==> config.mk <==
export PLATFORM = sky130hd
export DESIGN_NAME = memory_stage
export DESIGN_NICKNAME = d
export VERILOG_FILES = /design/src/rtl/memory_stage.sv
export SDC_FILE = /design/constraint.sdc
export NUM_CORES = 1
export LEC_CHECK = 0
export CORE_AREA = 10 10 219 221
export DETAILED_ROUTE_END_ITERATION = 8
export DIE_AREA = 0 0 229 231
export GPL_TIMING_DRIVEN = 0
export PLACE_DENSITY_LB_ADDON = 0.3
export SLEW_MARGIN = 20
export SYNTH_ARGS = -nofsm -noshare
export SYNTH_HDL_FRONTEND = slang
export SYNTH_SLANG_ARGS = --single-unit
==> constraint.sdc <==
create_clock -name clk -period 1.7 [get_ports clk]
set_clock_uncertainty 0.15 [all_clocks]
set_input_delay 0.51 -clock clk [delete_from_list [all_inputs] [get_ports clk]]
set_output_delay 0.51 -clock clk [all_outputs]
set_load 0.1 [all_outputs]
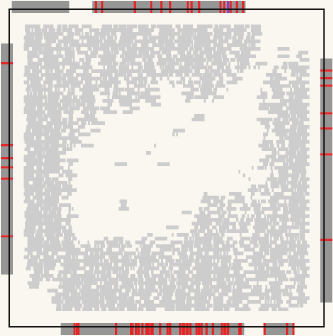
(images/pinout.png)
Pins as bars across the die edge, other pins in grey.
Red is dm_addr, pins 64, direction output, edge 37 bottom, 14 top, 7 right, 6 left. Purple is reset, pins 1, direction input, edge top.
number of buffers added on ports: 588
Die H: 231 microns

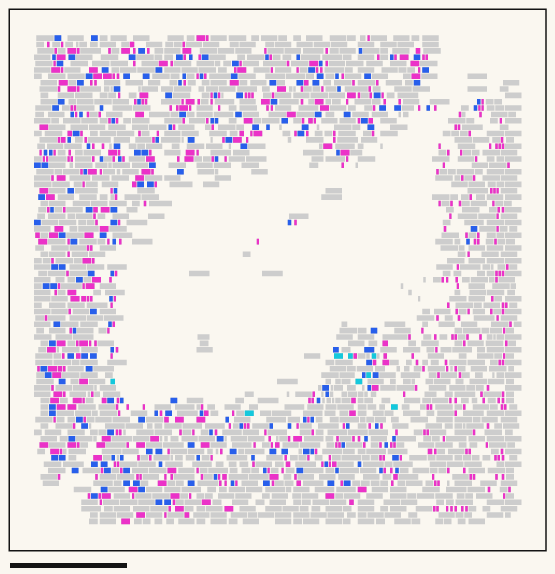
(images/gates.png)
Bar = 50 microns.
Magenta is nand cells, cells 528, where widely spread. Cyan is and/or cells, cells 8. Blue is aoi and oai cells, cells 206.
most common logic cell in the routed design: nand2_1
Comb area share: 0.207
Layout Cells excl Fill: 2572

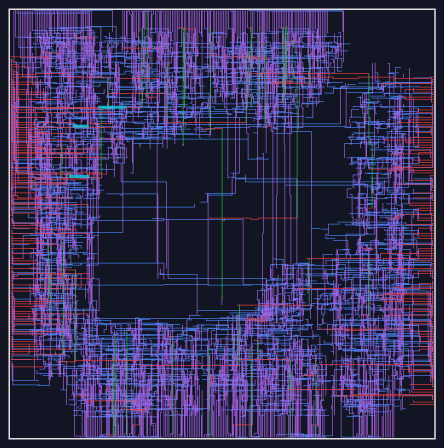
(images/layers.png)
Cyan is M5, wire length 30.4 microns. Blue is M1, wire length 20.2 mm. Red is M3, wire length 4530 microns. Green is M4, wire length 1580 microns. Purple is M2, wire length 29.4 mm.
Vias: 11400
GR Util All Layers: 0.185

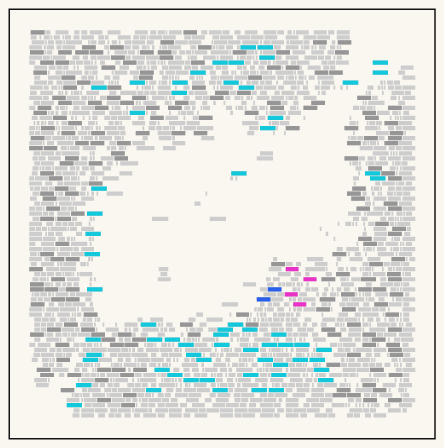
(images/ff_map.png)
Other sequential cells in the stronger grey, the rest of the logic in the fainter grey.
Magenta is cnt, flops 4. Blue is state, flops 2. Cyan is aluResult_M, flops 64.
Another 197 sequential cells are not coloured.
register area: 5830 sq um
Seq group: 0.00696 W
final core occ: 0.567
sequential portion of the cell area: 0.235

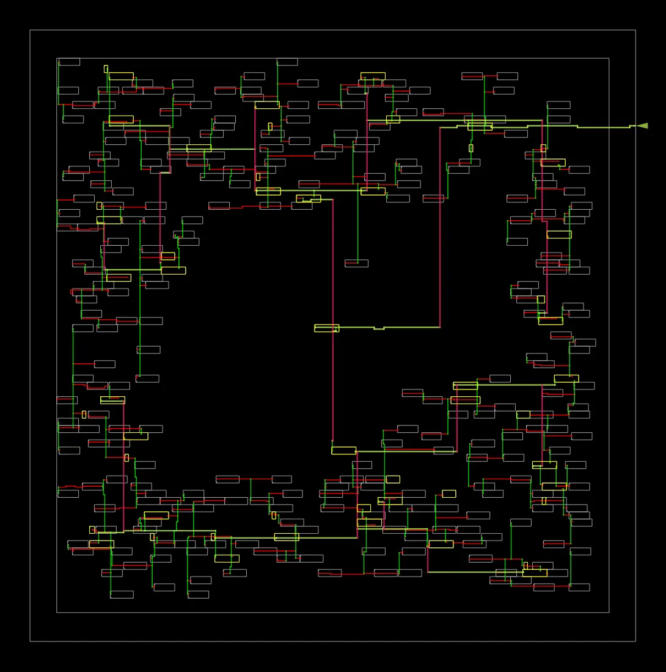
(images/clock_nets.png)
Worst-Skew Late Latency: 0.56 ns
clock group power: 0.00638 W
Sinks on Clock Net: 267
Flops: 267

==> ci_impl_report.md <==
### Metrics collected by this job

| Metric | Value |
|---|---|
| Number of flops mapped to enable cells by yosys | 0 |
| Slowest cell on the critical path | dfxtp_2 |
| Setup WS post-layout | -0.526 ns |
| Least-Margin Pin Slew | 0.886 ns |
| Critical Path End Type | output port |
| Worst Hold Depth | 3 |
| Logic cell area | 5120 sq um |
| Setup total negative slack | -106.02 ns |
| R2R setup slack | -0.45 ns |
| Placer Congestion | 0.855 |
| Post-synthesis async set-or-reset flop share | 0 |
| Vias per Instance | 4.41 |
| Total power | 0.0208 W |
| Number of remaining DRC errors | 0 |
| Arr. time, crit path | 1.57 ns |
| Critical Path Start Type | flip-flop |
| Maximum VDD drop | 0.760 mV |
| Num CTS Buffers | 31 |
| Maxcap violations | 0 |
| Vias in the first global route | 11600 |
| Die X | 229 microns |
| Pwr/cell area | 841 nW/um^2 |
| Main area contributors | dfxtp_1 (52%), nand2_1 (19%), a21oi_1 (9.7%) |
| Post-synthesis cell count | 1247 |
| Synth Area per Inst | 8.20 sq um |
| F_max | 449 MHz |
| Clk pin slew, worst setup/hold paths | 0.06 ns |
| Log Warnings | 29 |
| Hold WS | 0.306 ns |
| Max-area cell class | buffers |
| N_taps | 592 |
| CLK BUF | 48 |
| CP peak stage delay | 0.34 ns |
| Max power group | combinational logic |
| DR WL/cell | 21.7 microns |
| Cell Int Power | 0.0134 W |
| Top cell area share | 0.523 |
| First-pass GRT wire length | 75.4 mm |
| Comb pwr share | 0.360 |
| Yosys stat area | 10200 sq um |
| Count of final setup violators | 591 |
| Post-DP HPWL | 38.1 mm |
| Unrepaired setup endpoints after global routing | yes |
| Dpl cell area | 17000 sq um |
| Io pins | 590 |
| Final Hold Vio Count | 0 |
| Placed cell count | 2427 |
| Hold Crit Class | input port to flip-flop |
| Clock Power Share | 0.306 |
| Net Switching | 0.00742 W |
| Setup WS pre-CTS | -1.09 ns |
| Failing checks | setup timing |
| CTS Hold Bufs | 0 |
| Detailed Route WL | 55.8 mm |
| Gr ovfl total | 0 |
| Synth cell count leaders | nand2_1 (520), dfxtp_1 (267), a21oi_1 (198), buf_4 (72), mux2i_1 (65) |
| Drt first-iter violations | 480 |
| Rows | 77 |
| CP max FO | 5 |
| Leakage | 10.0 nW |
| Share of total power in sequential cells | 0.334 |
| Yosys cell types | 32 |
| Antenna Cells | 5 |
| Clk tree area frac | 0.0384 |
| Crit path time final | 2.23 ns |
| NonClk Buf Share | 0.489 |
| Area Overhead vs Synth | 142% |
| Synth area leader | dfxtp_1 |
| CTS resizes | 3332 |
| Syn Std Cell Area | 10200 sq um |
| Outcome | finished with violations |
| Non-clk invs | 2 |
| Post-Syn Nets | 1512 |
| Initial Util | 0.234 |
## routing by layer
metal  vias to the layer above  GRT usage  wire (microns)
li1                       5387          -               -
met3                        94     0.0655            4530
met2                       430      0.340           29400
met5                         -          0              30
met1                      5433      0.193           20200
met4                         6     0.0557            1580
## cells by family (layout without fill, tap and decap cells)
group           count (synthesis)  in the layout  synth area share
simple gates                  548            548             0.209
flops                         267            267             0.523
compound gates                208            208             0.104
buf+inv                       158            886            0.0995
mux                            65             65            0.0636
fa+ha+maj                       1              1           0.00122
other cells                     0              5                 0
## worst max-delay path: cells and delay by family, from the launching register on
kind,cells,cell delay [ns]
flip-flops,1,0.34
buffers and inverters,2,0.29
AND/OR/NAND/NOR,2,0.37
Power and IR drop assume default switching activity.
